==> config.mk <==
export PLATFORM = sky130hd
export DESIGN_NAME = lsu_bus_bridge
export DESIGN_NICKNAME = d
export VERILOG_FILES = /design/src/rtl/riscv_pkg.sv /design/src/rtl/lsu_lane_format.sv /design/src/rtl/lsu_bus_bridge.sv
export SDC_FILE = /design/constraint.sdc
export NUM_CORES = 1
export LEC_CHECK = 0
export CORE_ASPECT_RATIO = 0.9
export CORE_MARGIN = 10
export CORE_UTILIZATION = 48
export CTS_CLUSTER_DIAMETER = 100
export CTS_CLUSTER_SIZE = 16
export DETAILED_ROUTE_END_ITERATION = 16
export PLACE_DENSITY = 0.95
export SYNTH_ARGS = -nofsm -noshare
export SYNTH_HDL_FRONTEND = slang
export SYNTH_SLANG_ARGS = --single-unit
export TNS_END_PERCENT = 1
==> constraint.sdc <==
create_clock -name clk -period 11.28 [get_ports clk]
set_input_delay 2.256 -clock clk [delete_from_list [all_inputs] [get_ports clk]]
set_output_delay 2.256 -clock clk [all_outputs]
set_load 0.02 [all_outputs]
==> src/rtl/riscv_pkg.sv <==
// rtl/riscv_pkg.sv - load/store access-type codes and bridge FSM encodings.
package riscv_pkg;

  localparam logic [2:0] RW_B  = 3'b000;
  localparam logic [2:0] RW_H  = 3'b001;
  localparam logic [2:0] RW_W  = 3'b010;
  localparam logic [2:0] RW_BU = 3'b100;
  localparam logic [2:0] RW_HU = 3'b101;

  typedef enum logic [1:0] {
    ST_IDLE = 2'd0,
    ST_ADDR = 2'd1,
    ST_RESP = 2'd2,
    ST_DONE = 2'd3
  } lsu_state_e;

  // Unlisted type codes behave as full words, so they need word alignment.
  function automatic logic lsu_misaligned(input logic [2:0] rw_type, input logic [1:0] addr_lo);
    case (rw_type)
      RW_B, RW_BU: return 1'b0;
      RW_H, RW_HU: return addr_lo[0];
      default:     return addr_lo != 2'b00;
    endcase
  endfunction

endpackage

==> src/rtl/lsu_lane_format.sv <==
// rtl/lsu_lane_format.sv - store byte-enable/lane replication and load extraction/extension.
module lsu_lane_format
  import riscv_pkg::*;
(
  input  logic [2:0]  st_type_i,
  input  logic [1:0]  st_addr_i,
  input  logic [31:0] st_data_i,
  output logic [3:0]  st_be_o,
  output logic [31:0] st_wdata_o,
  input  logic [2:0]  ld_type_i,
  input  logic [1:0]  ld_addr_i,
  input  logic [31:0] ld_rdata_i,
  output logic [31:0] ld_data_o
);

  logic [7:0]  ld_byte;
  logic [15:0] ld_half;

  always_comb begin
    st_be_o    = 4'b1111;
    st_wdata_o = st_data_i;
    case (st_type_i)
      RW_B, RW_BU: begin
        st_be_o    = 4'b0001 << st_addr_i;
        st_wdata_o = {4{st_data_i[7:0]}};
      end
      RW_H, RW_HU: begin
        st_be_o    = st_addr_i[1] ? 4'b1100 : 4'b0011;
        st_wdata_o = {2{st_data_i[15:0]}};
      end
      default: ;
    endcase
  end

  assign ld_byte = ld_rdata_i[{ld_addr_i, 3'b000} +: 8];
  assign ld_half = ld_addr_i[1] ? ld_rdata_i[31:16] : ld_rdata_i[15:0];

  always_comb begin
    ld_data_o = ld_rdata_i;
    case (ld_type_i)
      RW_B:    ld_data_o = {{24{ld_byte[7]}}, ld_byte};
      RW_BU:   ld_data_o = {24'h0, ld_byte};
      RW_H:    ld_data_o = {{16{ld_half[15]}}, ld_half};
      RW_HU:   ld_data_o = {16'h0, ld_half};
      default: ;
    endcase
  end

endmodule

==> src/rtl/lsu_bus_bridge.sv <==
// rtl/lsu_bus_bridge.sv - core load/store port to handshaked 32-bit data bus.
// Optional LSU_MISALIGN_TRAP_EN: misaligned H/W accesses skip the bus and pulse bus_err.
module lsu_bus_bridge
  import riscv_pkg::*;
#(
  parameter int TIMEOUT_CYCLES = 16,
  parameter int TCNT_W         = 5
) (
  input  logic        clk,
  input  logic        rst,
  input  logic [31:0] ram_addr,
  input  logic [31:0] Wr_mem_data,
  input  logic        W_en,
  input  logic        R_en,
  input  logic [2:0]  RW_type,
  output logic [31:0] Rd_mem_data,
  output logic        stall,
  output logic        bus_req,
  output logic        bus_we,
  output logic [31:0] bus_addr,
  output logic [31:0] bus_wdata,
  output logic [3:0]  bus_be,
  input  logic        bus_gnt,
  input  logic        bus_rvalid,
  input  logic [31:0] bus_rdata,
  output logic        bus_err
);

  lsu_state_e        state_q;
  logic [1:0]        addr_lo_q;
  logic [2:0]        type_q;
  logic [TCNT_W-1:0] tcnt_q;
  logic              bus_req_q, bus_we_q, bus_err_q;
  logic [31:0]       bus_addr_q, bus_wdata_q, rd_q;
  logic [3:0]        bus_be_q;

  logic        req_any, misalign, tmo;
  logic [3:0]  st_be;
  logic [31:0] st_wdata, ld_data;

  lsu_lane_format u_fmt (
    .st_type_i  (RW_type),
    .st_addr_i  (ram_addr[1:0]),
    .st_data_i  (Wr_mem_data),
    .st_be_o    (st_be),
    .st_wdata_o (st_wdata),
    .ld_type_i  (type_q),
    .ld_addr_i  (addr_lo_q),
    .ld_rdata_i (bus_rdata),
    .ld_data_o  (ld_data)
  );

  assign req_any = R_en | W_en;
  assign tmo     = (tcnt_q == TCNT_W'(TIMEOUT_CYCLES - 1));

`ifdef LSU_MISALIGN_TRAP_EN
  assign misalign = lsu_misaligned(RW_type, ram_addr[1:0]);
`else
  assign misalign = 1'b0;
`endif

  // Stall is combinational in IDLE so the core freezes in the request cycle itself.
  assign stall = (state_q == ST_IDLE) ? req_any : (state_q != ST_DONE);

  always_ff @(posedge clk or posedge rst) begin
    if (rst) begin
      state_q     <= ST_IDLE;
      addr_lo_q   <= 2'b00;
      type_q      <= 3'b000;
      tcnt_q      <= '0;
      bus_req_q   <= 1'b0;
      bus_we_q    <= 1'b0;
      bus_err_q   <= 1'b0;
      bus_addr_q  <= 32'h0;
      bus_wdata_q <= 32'h0;
      bus_be_q    <= 4'h0;
      rd_q        <= 32'h0;
    end else begin
      bus_err_q <= 1'b0;
      case (state_q)
        ST_IDLE: begin
          if (req_any) begin
            addr_lo_q <= ram_addr[1:0];
            type_q    <= RW_type;
            if (misalign) begin
              bus_err_q <= 1'b1;
              if (!W_en) rd_q <= 32'h0;
              state_q   <= ST_DONE;
            end else begin
              bus_req_q   <= 1'b1;
              bus_we_q    <= W_en;
              bus_addr_q  <= {ram_addr[31:2], 2'b00};
              bus_wdata_q <= W_en ? st_wdata : 32'h0;
              bus_be_q    <= st_be;
              tcnt_q      <= '0;
              state_q     <= ST_ADDR;
            end
          end
        end
        ST_ADDR: begin
          if (bus_gnt) begin
            bus_req_q <= 1'b0;
            state_q   <= bus_we_q ? ST_DONE : ST_RESP;
          end else if (tmo) begin
            bus_req_q <= 1'b0;
            bus_err_q <= 1'b1;
            if (!bus_we_q) rd_q <= 32'h0;
            state_q   <= ST_DONE;
          end else begin
            tcnt_q <= tcnt_q + TCNT_W'(1);
          end
        end
        ST_RESP: begin
          if (bus_rvalid) begin
            rd_q    <= ld_data;
            state_q <= ST_DONE;
          end else if (tmo) begin
            bus_err_q <= 1'b1;
            rd_q      <= 32'h0;
            state_q   <= ST_DONE;
          end else begin
            tcnt_q <= tcnt_q + TCNT_W'(1);
          end
        end
        ST_DONE: state_q <= ST_IDLE;
        default: state_q <= ST_IDLE;
      endcase
    end
  end

  assign bus_req     = bus_req_q;
  assign bus_we      = bus_we_q;
  assign bus_addr    = bus_addr_q;
  assign bus_wdata   = bus_wdata_q;
  assign bus_be      = bus_be_q;
  assign bus_err     = bus_err_q;
  assign Rd_mem_data = rd_q;

endmodule

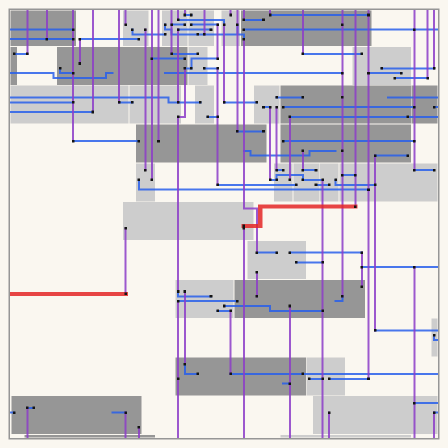
Fig. 1. A small window of the routed layout (run 1).
Window x 51 to 81, y 46 to 76 microns. Cells in gray, sequential cells in the stronger gray; small squares are vias.
| layer | color |
|---|---|
| met2 | purple |
| met3 | red |
| met1 | blue |
most frequent: dfrtp_1 (9), nand2_1 (4)
netlist names of flops here include: `bus_be` (3), `addr_lo_q` (2), `type_q` (2)
cells with their middle in the window: 29
sequential cells in the window: 9

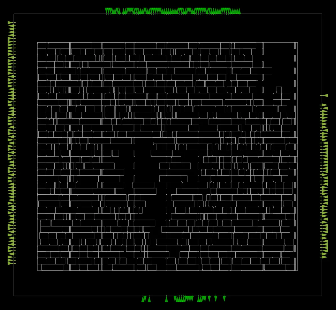
Fig. 2. Cell placement (run 1).
Flops: 113
Rows: 36
tap cells: 152
Fillers: 686
Finished Layout Cells: 850

==> metrics.yaml, run 1 <==
power:
  power_leakage_nw: 3.47
  irDropWorstVdd_mv: 0.184
  power.density_nw_per_um2: 299
logic_synthesis:
  edf_count: 0
  fa_ha_area_share_pct: 2.30
  async_flop_share_pct: 100
  netlist_instances: 491
  xor_share_pct: 0
  syn_area_per_cell_sq_um: 11.1
  logic_family: "AND-OR/OR-AND gates"
  ys.warnings.count: 0
  ys_sh_simple_pct: 11.1
  ys_area_sq_um: 5450
  synthMuxAreaShare_pct: 13.6
  ys_cells: 491
  compound_area_share_pct: 17.4
  synth_cell_types: 43
  synth_flops: 113
  syn_area_sq_um: 5450
critical_path:
  crit_slowest_cell: "clkdlybuf4s50_1"
  r2r_end: "Rd_mem_data[0]"
  worstPathArrival_ns: 4.24
  r2r-start: "tcnt_q[0]"
  cpMostUsedCell: "clkdlybuf4s50_1"
  worst-setup-path-type: "primary input to output pin"
  critPathLaunchType: "primary input"
  worst_ep_required_time_ns: 9.02
  cp-end-kind: "output pin"
  reg2reg_depth: 7
  cpPeakStageDelay_ns: 0.67
  path_delay_family: "buffers and inverters"
  cp_cell_sequence: "clkdlybuf4s50_1, nor3_1, a21oi_1, clkdlybuf4s50_1"
  crit_fanout: 12
final_timing:
  slew_headroom_pct: 14.9
  fin_worst_skew_ns: 0.00809
  rsz0062_at_grt: "false"
  post-route-worst-setup-slack_ns: 4.78
  period_minus_slack_ns: 6.50
  finalHoldViolCount: 0
  finalClockPeriodUsage_pct: 57.6
  whs_ns: 0.476
  slew_viol_final: 0
  tightest_slew_ns: 1.27
  fmax_mhz: 154
  setup_viol: 0
global_routing:
  antenna_found_initial: 0
  grt_pass1_wl_mm: 28.8
  first_global_vias: 5133
  grt-ovfl-total: 0
  grt_max_degree: 76
job:
  drv_cap: 0
  tool_warnings: 33
drt:
  post-route-drc-count: 0
  firstDrtPassIters: 5
  avgViaCountPerCell: 5.73
  detail-route-antenna-nets: 0
cells_and_area:
  antenna_cells: 0
  layout.nets: 800
  postLayoutCoreUtil_pct: 74.9
  area_growth_pct: 50.4
  postLayoutCellArea_sq_um: 8190
  drive_gt1_share_pct: 14.6
clock_tree:
  cts_inserted_buffers: 17
  clk_pin_slew_ns: 0.05
  clock_sinks: 113
  post_cts_buffers: 0
  clock_tree.buffer_depth: 2
  ctsResizeCount: 0
  ctsHoldBuffers: 0
  htree_num_levels: 4
  cts_root_buffer: "clkbuf_16"
  insertion_delay_ns: 0.41
  cts_tree: "built"
min_path:
  min_to: "Rd_mem_data[3]"
  worstHoldStart: "Rd_mem_data[3]"
  whs_path_depth: 2
  worstHoldPathType: "flip-flop to flip-flop"
floorplanning:
  dieArea_sq_um: 16000
  fp_util_pct: 49.8
  die_y_microns: 121
  ioPinCount: 209
  core_sq_um: 10900
placement:
  dpl.hpwl_mm: 13.5
  dpl_cell_area_sq_um: 7590
  place_ws_ns: 4.85
  post-place-cells: 818
  portBuffers: 206
  place.gp.congestion: 0.918
status:
  status: "finished clean"
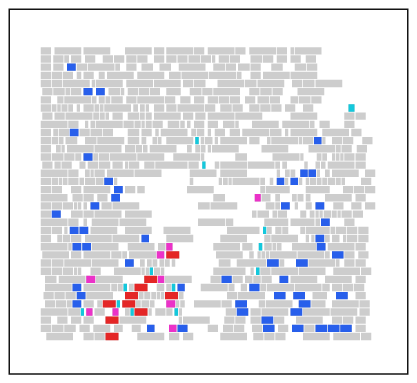
Fig. 3. Gate families picked out (run 1).
(3 px per micron)
| family | color | cells | most used |
|---|---|---|---|
| adder and majority cells | red | 10 | ha_1 |
| AND-OR and OR-AND gates | blue | 51 | a22o_1 |
| inverters | cyan | 13 | inv_1 |
| AND and OR gates | magenta | 9 | and3_1 |
logic share of the area: 29.7%
Commonest Layout Cell: clkdlybuf4s50_1

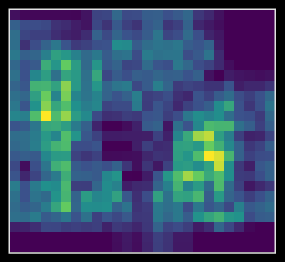
Fig. 4. Wiring heat map (run 1).
(2 px per micron) 26 x 24 tiles, from dark purple (low) to yellow (high), scaled to the fullest tile. Values are wire area over tile area, all layers added.
mean over tiles: 0.20
nearly empty tiles: 13%
densest ninth of the die: middle left
tiles over half the peak: 15%
vias: 4871
Total GRT Usage: 22.8%
WL final: 18.8 mm
Avg WL per Cell: 22.2 microns

## run 1: cell families (layout without fill, tap and decap cells)
family                   count (synthesis)  count (layout)
AND-OR/OR-AND                          131             131
AND/OR/NAND/NOR                        127             127
flip-flops                             113             113
multiplexers                            61              61
buffers and inverters                   48             254
adder cells (fa/ha/maj)                 10              10
other                                    1               2
## run 1: synthesized netlist by cell type, types with 2 or more instances
cell	instances	share of area, %
dfrtp_1	113	52
o21ai_0	49	4.5
nand2_1	47	3.2
mux2_2	42	8.7
clkbuf_1	26	1.8
nor2_1	25	1.7
a22o_1	18	2.9
nor2b_1	17	2.0
a221o_2	16	3.3
a21oi_1	13	1.2
mux2i_1	13	2.4
inv_1	12	0.83
nand2b_1	11	1.3
nor3_1	11	1.0
ha_1	10	2.3
o31ai_1	9	1.2
mux4_2	6	2.5
o22a_1	6	0.96
nand3_1	5	0.46
o21a_1	5	0.69
buf_2	4	0.37
a21o_1	3	0.41
and3_1	3	0.34
o221ai_1	3	0.48
a32o_1	2	0.37
and2_1	2	0.23
buf_1	2	0.14
buf_4	2	0.28
o211ai_1	2	0.28
## run 1: worst max-delay path by stage
| stage | start | endpoint | slack (ns) | cells past startpoint |
|---|---|---|---|---|
| global placement | W_en | stall | 4.97 | 4 |
| CTS | W_en | stall | 4.83 | 4 |
| global route | W_en | stall | 4.71 | 4 |
| finish | W_en | stall | 4.78 | 4 |
| detailed placement | W_en | stall | 4.85 | 4 |
| floorplan | W_en | stall | 6.01 | 3 |
## run 1: registers in the layout (all words and copies together), names as in the netlist
| name | flops |
|---|---|
| type_q | 3 |
| addr_lo_q | 2 |
| Rd_mem_data | 32 |
| bus_err | 1 |
| tcnt_q | 5 |
| bus_we | 1 |
| bus_wdata | 32 |
| bus_req | 1 |
| bus_be | 4 |
| bus_addr | 30 |
| state_q | 2 |
## run 1: power breakdown
| part | switching [mW] | internal (mW) |
|---|---|---|
| clock network | 0.185 | 0.362 |
| logic | 0.586 | 0.565 |
| registers | 0.160 | 0.596 |
## run 1: cells in the final DEF (no fill, tap or decap), types with 9 or more instances in the layout
cell	synthesis	final
nand2_1	47	47
inv_1	12	11
clkdlybuf4s50_1	0	206
o21ai_0	49	49
dfrtp_1	113	113
o31ai_1	9	9
nor2b_1	17	17
mux2_2	42	42
a22o_1	18	18
nand2b_1	11	11
a221o_2	16	16
clkbuf_16	0	17
a21oi_1	13	13
nor2_1	25	25
nor3_1	11	11
ha_1	10	10
mux2i_1	13	13
## run 1: routing by layer
layer | part of all wire (%) | global-route usage [%] | up-vias
met4 | 2.2 | 8.59 | 0
met1 | 38 | 25.5 | 2386
met3 | 11 | 9.40 | 38
li1 | - | - | 2157
met2 | 49 | 38.5 | 290
met5 | 0 | 0 | -
## run 1: area by class of cell
type                            instances  area [sq um]
Fill cell                             686          2750
Clock inverter                         11           135
Sequential cell                       113          2830
Timing Repair Buffer                  209          2080
Inverter                               13          51.3
Clock buffer                           21           470
Tap cell                              152           190
Multi-Input combinational cell        331          2430
Fig. 5: run 1, metal layers overlaid
(3 px per micron) Two of the layers only.
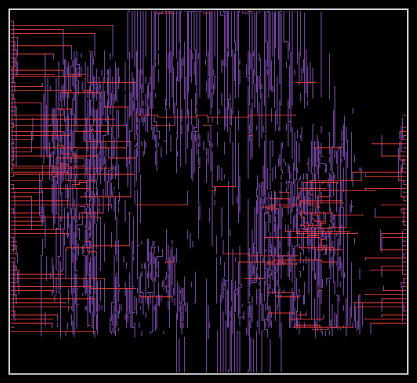

==> run 2: changes to the inputs <==
--- a/config.mk
+++ b/config.mk
@@ -7,11 +7,11 @@
 export LEC_CHECK = 0
 export CORE_ASPECT_RATIO = 0.9
 export CORE_MARGIN = 10
-export CORE_UTILIZATION = 48
+export CORE_UTILIZATION = 40
 export CTS_CLUSTER_DIAMETER = 100
 export CTS_CLUSTER_SIZE = 16
 export DETAILED_ROUTE_END_ITERATION = 16
-export PLACE_DENSITY = 0.95
+export PLACE_DENSITY = 0.85
 export SYNTH_ARGS = -nofsm -noshare
 export SYNTH_HDL_FRONTEND = slang
 export SYNTH_SLANG_ARGS = --single-unit
==> constraint.sdc (replaced) <==
create_clock -name clk -period 5.6 [get_ports clk]
set_input_delay 1.12 -clock clk [delete_from_list [all_inputs] [get_ports clk]]
set_output_delay 1.12 -clock clk [all_outputs]
set_load 0.02 [all_outputs]
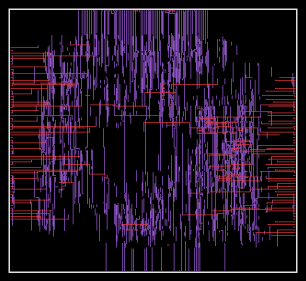
Fig. 6. Metal layers overlaid (run 2).
(2 px per micron) Two of the layers only.
| layer | color | wire length |
|---|---|---|
| met3 | red | 2140 microns |
| met2 | purple | 8640 microns |
vias: 4762
Total GRT Usage: 19.2%
WL final: 18.0 mm
Avg WL per Cell: 20.7 microns

==> run 2 against run 1 <==
Compared with the run above: design area is 0.46% higher; register-to-register slack worse by 5.7 ns; final cell count is 2.0% higher; largest power group unchanged; worst hold slack worse by 0.0014 ns; first-iteration DRC count is 12% lower; critical endpoint unchanged; wire length is 4.6% lower; clock-buffer cell count is 1 higher; combinational power is 100% higher; area after synthesis stayed put; clock skew hardly changed; synthesized cell count stayed put.
==> metrics.yaml, run 2 <==
power:
  power_leakage_nw: 3.48
  irDropWorstVdd_mv: 0.320
  power_mw: 4.92
  intPower_mw: 3.08
  power.density_nw_per_um2: 597
  comb_power_share_pct: 47.0
  clkPwrFrac_pct: 22.6
  p_seq_share_pct: 30.3
  p_sw_mw: 1.83
  swShare_pct: 37.3
logic_synthesis:
  netlist_instances: 491
  synth_cell_types: 43
  compound_area_share_pct: 17.4
  ys.warnings.count: 0
  syn_area_sq_um: 5450
  xor_share_pct: 0
  fa_ha_area_share_pct: 2.30
  topCellsByArea: "dfrtp_1 (52%), mux2_2 (8.7%), o21ai_0 (4.5%)"
  synthMuxAreaShare_pct: 13.6
  ys_sh_simple_pct: 11.1
  ys_seq_share_pct: 51.9
  synth-main-ff-cell: "dfrtp_1"
  syn_area_per_cell_sq_um: 11.1
  synth_flops: 113
  ys_area_sq_um: 5450
  synth_top_area_share_pct: 51.9
  largest_area_cell: "dfrtp_1"
  logic_family: "AND-OR/OR-AND gates"
  top_cell: "dfrtp_1"
  edf_count: 0
  top_cells_by_count: "dfrtp_1 (113), o21ai_0 (49), nand2_1 (47)"
  async_flop_share_pct: 100
  ys_cells: 491
critical_path:
  worst-setup-path-type: "primary input to output pin"
  cp-end-kind: "output pin"
  critPathLaunchType: "primary input"
  worstPathArrival_ns: 3.01
  crit_fanout: 12
  worst_ep_required_time_ns: 4.48
clock_tree:
  ctsResizeCount: 0
  cts_inserted_buffers: 17
  clock_tree.buffer_depth: 2
  clk_pin_slew_ns: 0.05
  htree_num_levels: 4
  post_cts_buffers: 0
  ctsHoldBuffers: 0
  clock_sinks: 113
  insertion_delay_ns: 0.41
  cts_tree: "built"
  cts_root_buffer: "clkbuf_16"
final_timing:
  fin_worst_skew_ns: 0.00844
  setup_viol: 0
  period_minus_slack_ns: 4.13
  slew_viol_final: 0
  finalClockPeriodUsage_pct: 73.8
  slew_headroom_pct: 14.7
  finalHoldViolCount: 0
  fmax_mhz: 242
  tightest_slew_ns: 1.28
  tns_ns: 0
  rsz0062_at_grt: "false"
floorplanning:
  dieArea_sq_um: 18700
  die_x_microns: 143
  fp_util_pct: 40.8
  ioPinCount: 209
  fp-row-count: 40
  die_y_microns: 131
  core_sq_um: 13400
drt:
  drtIter0Drc: 437
  firstDrtPassIters: 6
  avgViaCountPerCell: 5.49
  met3_length_mm: 2.14
  routed.top_layer: "met4"
  post-route-drc-count: 0
  wl_met2_mm: 8.64
  wl_met1_mm: 6.67
  detail-route-antenna-nets: 0
min_path:
  worstHoldPathType: "flip-flop to flip-flop"
cells_and_area:
  drive_gt1_share_pct: 14.7
  antenna_cells: 0
  layout_top_cell: "clkdlybuf4s50_1"
  area_growth_pct: 51.1
  layout_top_cells: "clkdlybuf4s50_1 (206), dfrtp_1 (113), o21ai_0 (49)"
  layout.nets: 801
job:
  drv_cap: 0
  tool_warnings: 33
global_routing:
  grt-ovfl-total: 0
  grt_max_degree: 82
  grt_pass1_wl_mm: 27.9
  antenna_found_initial: 0
  first_global_vias: 5079
placement:
  place.gp.congestion: 0.830
  portBuffers: 206
  dpl.hpwl_mm: 13.3
status:
  status: "finished clean"
-- run 2: cell count changes in the layout (fill, tap and decap cells not counted), sizes merged --
cell      delta
buf          +1
clkbuf       +1
clkinvlp     -1
-- run 2: logic make-up after synthesis --
group	count (synthesis)
AND-OR/OR-AND	131
AND/OR/NAND/NOR	127
flip-flops	113
multiplexers	61
buffers and inverters	48
adder cells (fa/ha/maj)	10
other	1
-- run 2: worst paths after layout --
path                                start              end  slack (ns)  depth (start not counted)
setup / recovery                     W_en            stall        1.47                          4
hold / removal             Rd_mem_data[3]   Rd_mem_data[3]        0.47                          2
setup reg to reg                tcnt_q[0]   Rd_mem_data[4]        2.50                          7
hold reg to reg            Rd_mem_data[3]   Rd_mem_data[3]        0.47                          2
max in group asynchronous             rst    bus_wdata[25]        3.24                          3
min in group asynchronous             rst  Rd_mem_data[10]        1.30                          2
-- run 2: worst max-delay path, cell delays in order --
cell             delay, ns
clkdlybuf4s50_1       0.68
nor3_1                0.57
a21oi_1               0.08
clkdlybuf4s50_1       0.56
-- run 2: final cells by class --
type | instances | area, sq um
clock buffers | 22 | 484
clock inverters | 10 | 131
fillers | 1029 | 5130
inverters | 13 | 51.3
multi-input cells | 331 | 2430
flip-flops and latches | 113 | 2830
well taps | 168 | 210
repair buffers | 210 | 2090
-- run 2: per-stage QoR --
| stage | util (%) | instance area (sq um) | hold slack [ns] | setup slack [ns] | std cells |
|---|---|---|---|---|---|
| after floorplan | - | 5450 | 0.449 | 1.49 | 492 |
| after global placement | 57.0 | 7620 | 0.460 | 1.52 | 835 |
| after detailed placement | 57.0 | 7620 | 0.466 | 1.46 | 835 |
| after CTS | 61.6 | 8230 | 0.479 | 1.42 | 867 |
| after global routing | 61.6 | 8230 | 0.508 | 1.31 | 867 |
| final | 61.6 | 8230 | 0.475 | 1.47 | 867 |
-- run 2: power groups by stage --
stage,clock network [mW],registers [mW],logic [mW]
final,1.11,1.49,2.31
after global placement,0,1.47,2.27
after detailed placement,0,1.50,2.32
after CTS,1.13,1.49,2.34
after global routing,1.17,1.54,2.48
after floorplan,0,1.84,0.910
-- run 2: routing by layer --
layer | vias up | track usage, %
li1 | 2158 | -
met1 | 2317 | 21.7
met2 | 251 | 30.4
met3 | 36 | 9.67
met4 | 0 | 8.24
met5 | - | 0
Power is estimated from default activity; no workload was simulated.
